===== src/rtl/fw_wishbone_sram_arb_2x1.sv =====
// Two-initiator Wishbone classic arbiter in front of the single-port SRAM controller.
// Round-robin grant, one transfer per grant; payload and AMO tag pass through unchanged.
module fw_wishbone_sram_arb_2x1 #(
  parameter int unsigned ADR_WIDTH = 32,
  parameter int unsigned DAT_WIDTH = 32
) (
  input  logic                   clock,
  input  logic                   reset_n,

  input  logic [ADR_WIDTH-1:0]   t0_adr,
  input  logic [DAT_WIDTH-1:0]   t0_dat_w,
  output logic [DAT_WIDTH-1:0]   t0_dat_r,
  input  logic                   t0_cyc,
  input  logic                   t0_stb,
  input  logic                   t0_we,
  input  logic [DAT_WIDTH/8-1:0] t0_sel,
  input  logic [3:0]             t0_tgc,
  output logic                   t0_ack,

  input  logic [ADR_WIDTH-1:0]   t1_adr,
  input  logic [DAT_WIDTH-1:0]   t1_dat_w,
  output logic [DAT_WIDTH-1:0]   t1_dat_r,
  input  logic                   t1_cyc,
  input  logic                   t1_stb,
  input  logic                   t1_we,
  input  logic [DAT_WIDTH/8-1:0] t1_sel,
  input  logic [3:0]             t1_tgc,
  output logic                   t1_ack,

  output logic [ADR_WIDTH-1:0]   i_adr,
  output logic [DAT_WIDTH-1:0]   i_dat_w,
  output logic [DAT_WIDTH/8-1:0] i_sel,
  output logic [3:0]             i_tgc,
  output logic                   i_we,
  output logic                   i_cyc,
  output logic                   i_stb,
  input  logic [DAT_WIDTH-1:0]   i_dat_r,
  input  logic                   i_ack
);

  localparam int unsigned SEL_WIDTH = DAT_WIDTH / 8;

  typedef enum logic [1:0] {
    IDLE = 2'd0,
    GNT0 = 2'd1,
    GNT1 = 2'd2
  } state_t;

  state_t state;
  state_t state_nxt;
  logic   last;
  logic   last_nxt;
  logic   req0;
  logic   req1;

  assign req0 = t0_cyc & t0_stb;
  assign req1 = t1_cyc & t1_stb;

  // State and round-robin pointer; last=1 lets port 0 win the first tie.
  always_ff @(posedge clock or negedge reset_n) begin
    if (!reset_n) begin
      state <= IDLE;
      last  <= 1'b1;
    end else begin
      state <= state_nxt;
      last  <= last_nxt;
    end
  end

  // Next state: an ack hands over directly to a waiting peer, an abort falls back to IDLE.
  always_comb begin
    state_nxt = state;
    last_nxt  = last;
    case (state)
      IDLE: begin
        if (req0 && req1) begin
          state_nxt = last ? GNT0 : GNT1;
        end else if (req0) begin
          state_nxt = GNT0;
        end else if (req1) begin
          state_nxt = GNT1;
        end
      end
      GNT0: begin
        if (i_ack) begin
          last_nxt  = 1'b0;
          state_nxt = req1 ? GNT1 : IDLE;
        end else if (!t0_cyc) begin
          state_nxt = IDLE;
        end
      end
      GNT1: begin
        if (i_ack) begin
          last_nxt  = 1'b1;
          state_nxt = req0 ? GNT0 : IDLE;
        end else if (!t1_cyc) begin
          state_nxt = IDLE;
        end
      end
      default: state_nxt = IDLE;
    endcase
  end

  // Output mux; strobes and acks are also forced low by reset_n directly.
  always_comb begin
    i_adr   = t0_adr;
    i_dat_w = t0_dat_w;
    i_sel   = SEL_WIDTH'(t0_sel);
    i_we    = t0_we;
    i_tgc   = t0_tgc;
    i_cyc   = 1'b0;
    i_stb   = 1'b0;
    t0_ack  = 1'b0;
    t1_ack  = 1'b0;
    case (state)
      GNT0: begin
        i_cyc  = t0_cyc;
        i_stb  = t0_stb;
        t0_ack = i_ack;
      end
      GNT1: begin
        i_adr   = t1_adr;
        i_dat_w = t1_dat_w;
        i_sel   = SEL_WIDTH'(t1_sel);
        i_we    = t1_we;
        i_tgc   = t1_tgc;
        i_cyc   = t1_cyc;
        i_stb   = t1_stb;
        t1_ack  = i_ack;
      end
      default: ;
    endcase
    if (!reset_n) begin
      i_cyc  = 1'b0;
      i_stb  = 1'b0;
      t0_ack = 1'b0;
      t1_ack = 1'b0;
    end
  end

  assign t0_dat_r = i_dat_r;
  assign t1_dat_r = i_dat_r;

endmodule


===== config.mk =====
export PLATFORM = sky130hd
export DESIGN_NAME = fw_wishbone_sram_arb_2x1
export DESIGN_NICKNAME = d
export VERILOG_FILES = /design/src/rtl/fw_wishbone_sram_arb_2x1.sv
export SDC_FILE = /design/constraint.sdc
export NUM_CORES = 1
export LEC_CHECK = 0
export CORE_AREA = 5 5 124 126
export CTS_BUF_LIST = sky130_fd_sc_hd__clkbuf_8 sky130_fd_sc_hd__clkbuf_16
export CTS_CLUSTER_DIAMETER = 30
export DETAILED_ROUTE_END_ITERATION = 12
export DIE_AREA = 0 0 129 131
export GPL_TIMING_DRIVEN = 1
export PLACE_DENSITY = 0.59
export SLEW_MARGIN = 25
export SYNTH_ARGS = -nofsm -noshare
export SYNTH_HDL_FRONTEND = slang
export SYNTH_SLANG_ARGS = --single-unit
export TNS_END_PERCENT = 50

===== constraint.sdc =====
create_clock -name clock -period 4.8 [get_ports clock]
set_input_delay 0.72 -clock clock [delete_from_list [all_inputs] [get_ports clock]]
set_output_delay 0.72 -clock clock [all_outputs]
set_load 0.02 [all_outputs]

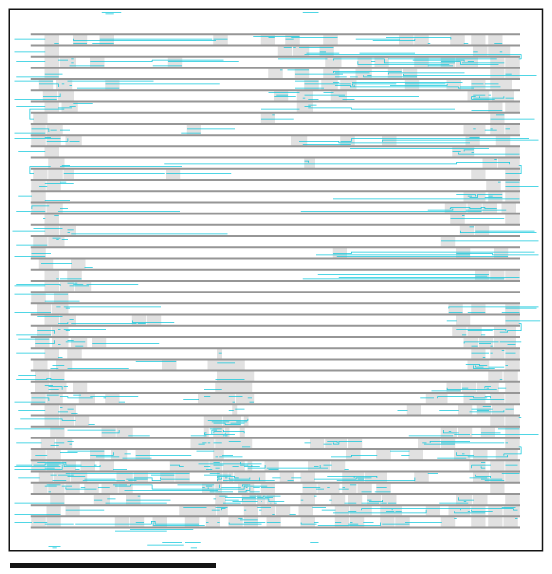
(images/m1.png)
Scale bar: 50 um. Supply wires on this layer in grey.
longest straight run = 70.8 um
wire length on this layer = 3840 um
share of all routed wire = 37%
nets with wire on the layer = 412
main direction = horizontal

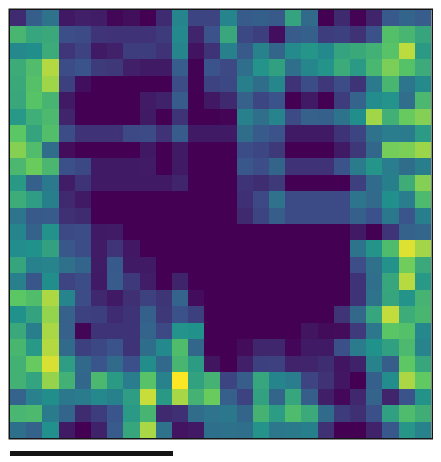
(images/route_heat.png)
Scale bar: 50 um. The die is cut into 26 by 26 equal tiles; dark purple is low, yellow is high, scaled to the fullest tile. Values are wire area over tile area, all layers added.
nearly empty tiles = 22%
emptiest ninth of the die = centre
fullest tile = 0.36

==> flow_summary.ini <==
; implementation run metrics
[synthesis]
common_cells = buf_4, mux2_2, mux2_4
ys_sh_mux_pct = 51.97
ys_warn_count = 0
synth_async_sr_flop_share_pct = 100.0
synth_top_cell_by_area = mux2_2
xor_share_pct = 0
synth-main-ff-cell = dfrtp_1
yosysChipArea_sq_mm = 0.001777

[cts]
clock-sinks = 3
holdBufCountCts = 0
cts-buffers-inserted = 3

[pwr]
maxPowerGroup = combinational cells
intPower_uw = 960.0
powerComb_mw = 1.45
leakagePower_nw = 1.478

[layout]
final_layout_size_suffix_gt1_share_pct = 24.56
logic_gates = 98
nets = 528
top_register = state

[sta]
setup_viol = 0
slew_headroom_pct = 52.52
hold_viol = 0
max_freq_mhz = 289.5
report.final.slew_viol_count = 0

[grt]
grt.overflow.total = 0
grt_max_degree = 43
grtUsageTotal_pct = 10.96

[place]
post-place-cells = 518

[routing]
first_iter_violations = 15
avgViaCountPerCell = 3.623

[critical_path]
crit_path_max_incr_delay_ns = 0.62
critPathRequiredTime_ns = 4.08
crit_family = buffers and inverters
critPathBufInv = 3
reg2reg_to = state[0]

[die]
die_h_um = 131
io_pins = 326

[status]
status = finished, final reports clean

[worst_hold_path]
hold_depth = 1
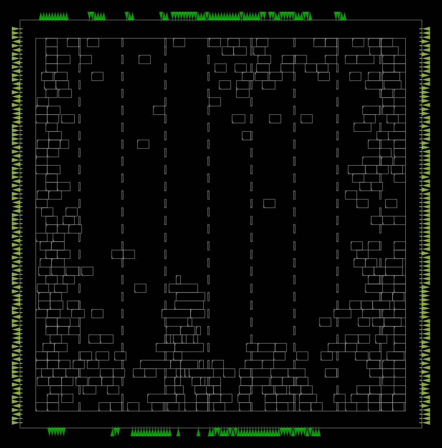
(images/placed.png)
final core occ: 27.04%
Non-Filler Instances: 522
seq_cells: 3
filler instances: 1502
sequential share of cell area: 1.987%

